<file path="src/rtl/line_engine.sv">
// line_engine: responder side of the graphics line-engine interface.
// Latches color, frame base and two endpoints, then rasterizes the line with
// integer Bresenham, writing one 32-bit pixel per two-beat DRAM write burst.
// Optional feature: define LE_CLIP_EN to skip pixels outside H_RES x V_RES.
module line_engine #(
  parameter int H_RES = 800,
  parameter int V_RES = 600
) (
  input  logic         clk,
  input  logic         rst,
  output logic         LE_ready,
  input  logic [31:0]  LE_color,
  input  logic [19:0]  LE_point,
  input  logic         LE_color_valid,
  input  logic         LE_point0_valid,
  input  logic         LE_point1_valid,
  input  logic         LE_trigger,
  input  logic [31:0]  LE_frame,
  input  logic         af_full,
  input  logic         wdf_full,
  output logic         af_wr_en,
  output logic [2:0]   af_cmd_din,
  output logic [30:0]  af_addr_din,
  output logic         wdf_wr_en,
  output logic [127:0] wdf_din,
  output logic [15:0]  wdf_mask_din
);

`ifdef LE_CLIP_EN
  localparam bit CLIP_ON = 1'b1;
`else
  localparam bit CLIP_ON = 1'b0;
`endif

  typedef enum logic [2:0] {IDLE, SETUP, INIT, WR0, WR1} state_t;

  state_t state, next_state;

  logic [23:0] color_q;
  logic [31:0] frame_q;
  logic [19:0] p0_q, p1_q;

  logic        steep;
  logic [9:0]  x0_q, y0_q, x1_q, y1_q;
  logic [9:0]  dx, dy;
  logic signed [11:0] err;
  logic        y_down;
  logic [9:0]  cx, cy;

  logic [9:0]  ax0, ay0, ax1, ay1, adx, ady;
  logic [9:0]  sx0, sy0, sx1, sy1;
  logic        s_steep, s_swap;
  logic [9:0]  ddx, ddy;
  logic signed [11:0] err_sub, err_add;
  logic [9:0]  px, py;
  logic [31:0] pix_addr;
  logic [2:0]  word_k;
  logic [15:0] lane_mask, mask0, mask1;
  logic        in_bounds, pixel_en;
  logic        beat0, beat1, step;
  logic        unused_bits;

  assign af_cmd_din  = 3'b000;
  assign unused_bits = ^{LE_color[31:24], pix_addr[31:28], pix_addr[1:0]};

  // Endpoint normalisation: decide steepness, transpose if steep, order by x
  always_comb begin
    ax0 = p0_q[19:10];
    ay0 = p0_q[9:0];
    ax1 = p1_q[19:10];
    ay1 = p1_q[9:0];
    adx = (ax1 >= ax0) ? ax1 - ax0 : ax0 - ax1;
    ady = (ay1 >= ay0) ? ay1 - ay0 : ay0 - ay1;
    s_steep = ady > adx;
    sx0 = s_steep ? ay0 : ax0;
    sy0 = s_steep ? ax0 : ay0;
    sx1 = s_steep ? ay1 : ax1;
    sy1 = s_steep ? ax1 : ay1;
    s_swap = sx0 > sx1;
  end

  // Bresenham deltas and the error update for one x step
  always_comb begin
    ddx = x1_q - x0_q;
    ddy = (y1_q >= y0_q) ? y1_q - y0_q : y0_q - y1_q;
    err_sub = err - $signed({2'b00, dy});
    err_add = err_sub + $signed({2'b00, dx});
  end

  // Current pixel address, its word slot in the 32-byte burst and lane masks
  always_comb begin
    px = steep ? cy : cx;
    py = steep ? cx : cy;
    pix_addr = frame_q + {10'b0, py, px, 2'b00};
    word_k = pix_addr[4:2];
    lane_mask = ~(16'h000F << {word_k[1:0], 2'b00});
    mask0 = word_k[2] ? 16'hFFFF : lane_mask;
    mask1 = word_k[2] ? lane_mask : 16'hFFFF;
    in_bounds = (int'(px) < H_RES) && (int'(py) < V_RES);
    pixel_en = !CLIP_ON || in_bounds;
  end

  // State register
  always_ff @(posedge clk or negedge rst) begin
    if (!rst) state <= IDLE;
    else      state <= next_state;
  end

  // Next-state logic: WR0/WR1 wait on FIFO space unless the pixel is skipped
  always_comb begin
    next_state = state;
    case (state)
      IDLE:    if (LE_trigger) next_state = SETUP;
      SETUP:   next_state = INIT;
      INIT:    next_state = WR0;
      WR0:     if (!pixel_en || (!af_full && !wdf_full)) next_state = WR1;
      WR1:     if (!pixel_en || !wdf_full) next_state = (cx == x1_q) ? IDLE : WR0;
      default: next_state = IDLE;
    endcase
  end

  // Output decode: which beat is pushed this cycle and whether Bresenham steps
  always_comb begin
    beat0 = (state == WR0) && pixel_en && !af_full && !wdf_full;
    beat1 = (state == WR1) && pixel_en && !wdf_full;
    step  = (state == WR1) && (!pixel_en || !wdf_full);
  end

  // Command latches, only writable while idle
  always_ff @(posedge clk or negedge rst) begin
    if (!rst) begin
      color_q <= '0;
      frame_q <= '0;
      p0_q    <= '0;
      p1_q    <= '0;
    end else if (state == IDLE) begin
      if (LE_color_valid) begin
        color_q <= LE_color[23:0];
        frame_q <= LE_frame;
      end
      if (LE_point0_valid) p0_q <= LE_point;
      if (LE_point1_valid) p1_q <= LE_point;
    end
  end

  // Line geometry: normalise in SETUP, seed in INIT, step after each pixel
  always_ff @(posedge clk or negedge rst) begin
    if (!rst) begin
      steep  <= 1'b0;
      x0_q   <= '0;
      y0_q   <= '0;
      x1_q   <= '0;
      y1_q   <= '0;
      dx     <= '0;
      dy     <= '0;
      err    <= '0;
      y_down <= 1'b0;
      cx     <= '0;
      cy     <= '0;
    end else begin
      case (state)
        SETUP: begin
          steep <= s_steep;
          if (s_swap) begin
            x0_q <= sx1;
            y0_q <= sy1;
            x1_q <= sx0;
            y1_q <= sy0;
          end else begin
            x0_q <= sx0;
            y0_q <= sy0;
            x1_q <= sx1;
            y1_q <= sy1;
          end
        end
        INIT: begin
          dx     <= ddx;
          dy     <= ddy;
          err    <= $signed({3'b000, ddx[9:1]});
          y_down <= !(y0_q < y1_q);
          cx     <= x0_q;
          cy     <= y0_q;
        end
        WR1: begin
          if (step && (cx != x1_q)) begin
            cx <= cx + 10'd1;
            if (err_sub[11]) begin
              cy  <= y_down ? cy - 10'd1 : cy + 10'd1;
              err <= err_add;
            end else begin
              err <= err_sub;
            end
          end
        end
        default: ;
      endcase
    end
  end

  // Registered FIFO outputs and ready; data held steady between pushes
  always_ff @(posedge clk or negedge rst) begin
    if (!rst) begin
      LE_ready     <= 1'b0;
      af_wr_en     <= 1'b0;
      wdf_wr_en    <= 1'b0;
      af_addr_din  <= '0;
      wdf_din      <= '0;
      wdf_mask_din <= 16'hFFFF;
    end else begin
      LE_ready  <= (next_state == IDLE);
      af_wr_en  <= beat0;
      wdf_wr_en <= beat0 | beat1;
      if (beat0) begin
        af_addr_din  <= {8'b0, pix_addr[27:5]};
        wdf_din      <= {4{8'h00, color_q}};
        wdf_mask_din <= mask0;
      end else if (beat1) begin
        wdf_din      <= {4{8'h00, color_q}};
        wdf_mask_din <= mask1;
      end
    end
  end

endmodule

</file>
<file path="config.mk">
export PLATFORM = sky130hd
export DESIGN_NAME = line_engine
export DESIGN_NICKNAME = d
export VERILOG_FILES = /design/src/rtl/line_engine.sv
export SDC_FILE = /design/constraint.sdc
export NUM_CORES = 1
export LEC_CHECK = 0
export CAP_MARGIN = 10
export CELL_PAD_IN_SITES_DETAIL_PLACEMENT = 1
export CELL_PAD_IN_SITES_GLOBAL_PLACEMENT = 2
export CORE_MARGIN = 5
export CORE_UTILIZATION = 23
export DETAILED_ROUTE_END_ITERATION = 16
export PLACE_DENSITY = 0.67
export REMOVE_ABC_BUFFERS = 1
export SYNTH_ARGS = -nofsm -noshare
export SYNTH_HDL_FRONTEND = slang
export SYNTH_SLANG_ARGS = --single-unit
export TNS_END_PERCENT = 100
</file>
<file path="constraint.sdc">
create_clock -name clk -period 10.2 [get_ports clk]
set_clock_uncertainty 0.1 [all_clocks]
set_input_delay 2.04 -clock clk [delete_from_list [all_inputs] [get_ports clk]]
set_output_delay 2.04 -clock clk [all_outputs]
set_load 0.02 [all_outputs]
</file>
wires.png
Bar = 100 µm.
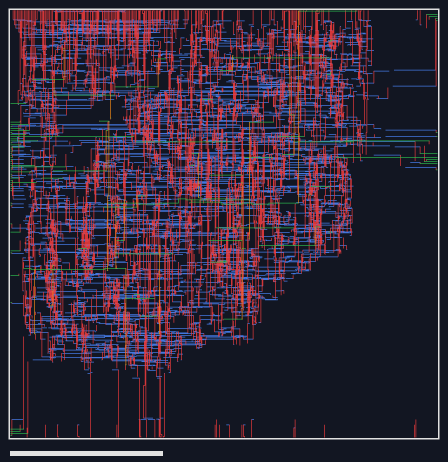
metal 3 -> green  # wire length 1490 µm
metal 2 -> red  # wire length 25.6 mm
metal 4 -> orange  # wire length 859 µm
metal 1 -> blue  # wire length 23.8 mm

clocks.png
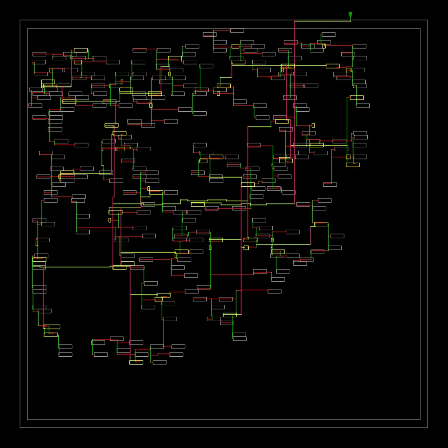
clk ins delay skew pair: 0.54 ns
number of sinks on the clock net: 241
CLK BUF: 51
flip-flops: 241

==> Implementation_results.wiki <==
== Flow metrics ==
{| class="wikitable"
! Metric !! Value
|-
| Initial antenna violation count || 2
|-
| Register share after synthesis || 35.8%
|-
| Worst Tran Pin Value || ~1.1 ns
|-
| Number of buffers inserted during clock tree synthesis || 34
|-
| CTS H-tree depth || 2
|-
| Count of max-cap constraint violations || 0
|-
| Effective utilization at floorplan || a little under a quarter
|-
| Global-route met3 utilization || approximately 1.9%
|-
| Total setup buffers inserted after CTS || 0
|-
| Highest-count logic cell in the final layout || dfrtp_1
|-
| Total Neg Setup Slack || 0 ns
|-
| Tally of OpenROAD warnings || 69
|-
| Clock tree from TritonCTS || yes
|-
| Flops out of synthesis || around 240
|-
| Post-synth cell types || between 70 and 80
|-
| Count of input and output buffers || about 220
|-
| Placed wire-length estimate || between 30000 and 40000 µm
|-
| Xor and xnor area share after synthesis || under 10%
|-
| Post-synth EDFFs || 0
|-
| Via count of the first global-routing pass || 14165
|-
| Resized cells post-CTS || 0
|-
| Routed wire length || about 52000 µm
|-
| Netlist area before placement || between 15000 and 20000 µm²
|-
| Critical Path AT || ~7.7 ns
|-
| Slowest stage delay, CP || roughly 0.57 ns
|-
| Portion of the clock cycle consumed by the worst path in the final layout || 73.0%
|-
| Grt met2 use || approximately 22%
|-
| Cell area reported after detailed placement || 19200 µm²
|-
| Global route hottest layer || met2
|-
| Boundary Pins || about 270
|-
| Result of the run || completed
|-
| Top cell by count, worst path || o21ai_0
|-
| Max Fclk || between 100 and 150 MHz
|-
| Post-layout minimum cycle time || around 7.4 ns
|-
| CTS root buf || clkbuf_16
|-
| Unrepaired setup endpoints after global routing || no
|-
| Remaining global-route overflow || 0
|-
| Core utilization of the finished layout || 27.9%
|-
| Post-synthesis share of cell area spent on and-or and or-and gates || between 10% and 20%
|-
| Worst-path cell with the longest stage delay || buf_4
|-
| Remaining number of nets flagged by the antenna check after routing || 0
|-
| Highest metal layer with signal wires || met4
|-
| Mean Syn Cell Area || 8.98 µm²
|-
| Reg area || ~6000 µm²
|-
| Final Instance Area || ~20000 µm²
|-
| CP startpoint kind || flop
|-
| Largest fanout on the critical path || 51
|-
| Tightest slew margin relative to the limit || 27.4%
|-
| Initial DRC Count || just over 500
|-
| Commonest non-fill, non-tap cells in the layout || 237 x dfrtp_1, 214 x clkdlybuf4s50_1, 209 x nand2_1, 175 x o21ai_0, 151 x nor2_1
|-
| Met2 routed WL || about 26000 µm
|-
| Wire length of the first global-routing pass || just over 80000 µm
|-
| Share of post-route cells with drive strength above 1 || under 10%
|-
| Filler cell count || approximately 8500
|-
| Routed length per placed instance || roughly 18 µm
|-
| Ant. Diodes || 0
|-
| Proportion of synthesized area in mux cells || a little under a tenth
|-
| Required arrival time at the worst endpoint || between 10 and 15 ns
|-
| Combinational gate area || 9280 µm²
|-
| Main combinational cell family by area after synthesis || AND-OR/OR-AND gates
|-
| Total count of hold-check failures in the final report || 0
|-
| Width of the chip || about 280 µm
|-
| First drt pass iteration count || 5
|-
| Hold Crit Class || flop to flop
|-
| Largest net degree at the start of global routing || roughly 150
|-
| Top FF cell, synth || dfrtp_1
|-
| Total number of placement rows || roughly 100
|-
| Capturing element type of the critical path || flop
|-
| Area of the synthesized netlist per yosys stat || roughly 17000 µm²
|-
| Count of unresolved DRC violations after routing || 0
|-
| Share of synthesized cell area in full adder, half adder and majority cells || 11.4%
|-
| Total met3 wirelength after detailed routing || ~1500 µm
|-
| And+or+nand+nor area frac || between 10% and 20%
|-
| Async S/R FF share, synth || 100%
|-
| Fin Hold WS || 0.378 ns
|-
| Clock input transition at the sequential cells of the worst setup and hold paths || roughly 0.06 ns
|-
| Die boundary height || 281 µm
|-
| Total Routing Usage GR || 12.8%
|-
| Yosys cell count || 1875
|-
| Number of endpoints failing setup at the final stage || 0
|-
| Vias || 13202
|-
| Longest Clk Path Bufs || 3
|-
| Number of buffers inserted for hold repair after clock tree synthesis || 0
|-
| Nets || between 2000 and 2500
|-
| Synth-to-layout area growth || 20.5%
|-
| Met1 Use GR || 17.2%
|-
| Vias per std cell || roughly 4.5
|-
| Core area || approximately 73000 µm²
|-
| DRT met1 WL || about 24000 µm
|-
| Synthesized instance count || ~1900
|-
| Synth warnings || 0
|}
==> sequential cells by signal (all words and copies together) (netlist names), 3 cells and up <==
name,cells
p0_q,20
p1_q,20
dx,10
err,12
cy,10
cx,10
x0_q,10
y0_q,10
dy,10
state,3
wdf_din,24
frame_q,26
wdf_mask_din,4
color_q,24
y1_q,10
x1_q,10
af_addr_din,23
==> final timing paths <==
| path | startpoint | to | slack [ns] | cells past startpoint |
|---|---|---|---|---|
| max in group asynchronous | rst | cx[0]$_DFFE_PN0P_ | 7.12 | 2 |
| min in group asynchronous | rst | af_addr_din[18]$_DFFE_PN0P_ | 1.40 | 1 |
| worst max register to register | p1_q[0]$_DFFE_PN0P_ | x0_q[1]$_DFFE_PN0P_ | 2.75 | 31 |
| worst min register to register | af_addr_din[9]$_DFFE_PN0P_ | af_addr_din[9]$_DFFE_PN0P_ | 0.38 | 2 |
| worst min-delay path | af_addr_din[9]$_DFFE_PN0P_ | af_addr_din[9]$_DFFE_PN0P_ | 0.38 | 2 |
| worst max-delay path | p1_q[0]$_DFFE_PN0P_ | x0_q[1]$_DFFE_PN0P_ | 2.75 | 31 |
==> stage by stage <==
step	std cells	setup WS (ns)
after CTS	2961	2.65
after detailed placement	2902	2.69
final	2961	2.75
after floorplan	1713	1.26
after global placement	2902	2.85
after global routing	2961	1.99
==> cell usage after synthesis (5+ instances only) <==
cell | n | share of area [%]
buf_4 | 128 | 5.7
nand2_1 | 210 | 4.7
xnor2_1 | 56 | 2.9
nor3b_1 | 5 | 0.22
a21oi_1 | 122 | 3.6
o211ai_1 | 8 | 0.36
mux2_2 | 98 | 6.6
nor2_1 | 151 | 3.4
nor3_1 | 15 | 0.45
xor2_1 | 31 | 1.6
o21ai_0 | 176 | 5.2
mux2i_1 | 47 | 2.8
o21a_1 | 10 | 0.45
o31ai_1 | 6 | 0.27
a21o_1 | 43 | 1.9
and3_1 | 11 | 0.41
fa_1 | 11 | 1.3
a31oi_1 | 13 | 0.48
dfrtp_1 | 237 | 35
ha_1 | 136 | 10
nand4_1 | 10 | 0.37
o21bai_1 | 14 | 0.62
clkbuf_1 | 61 | 1.4
and2_1 | 12 | 0.45
nor2b_1 | 15 | 0.56
a221o_1 | 6 | 0.36
nand2b_1 | 8 | 0.30
inv_1 | 118 | 2.6
buf_2 | 9 | 0.27
nand3_1 | 15 | 0.45
a211oi_1 | 9 | 0.40
o21ai_1 | 11 | 0.33
==> layout make-up <==
| cell class | instances | share of cell area [%] |
|---|---|---|
| multi-input cells | 1354 | 45.7 |
| clock inverters | 8 | 0.370 |
| well taps | 959 | 5.91 |
| clock buffers | 51 | 4.86 |
| repair buffers | 230 | 11.2 |
| inverters | 118 | 2.18 |
| flip-flops and latches | 241 | 29.7 |
==> critical path: cells and delay by family (launching register included) <==
family                   cells  cell delay (ns)
AND-OR/OR-AND               17             3.39
adder cells (fa/ha/maj)      4             1.25
buffers and inverters        4             1.12
AND/OR/NAND/NOR              5             0.61
flip-flops                   1             0.40
multiplexers                 1             0.36
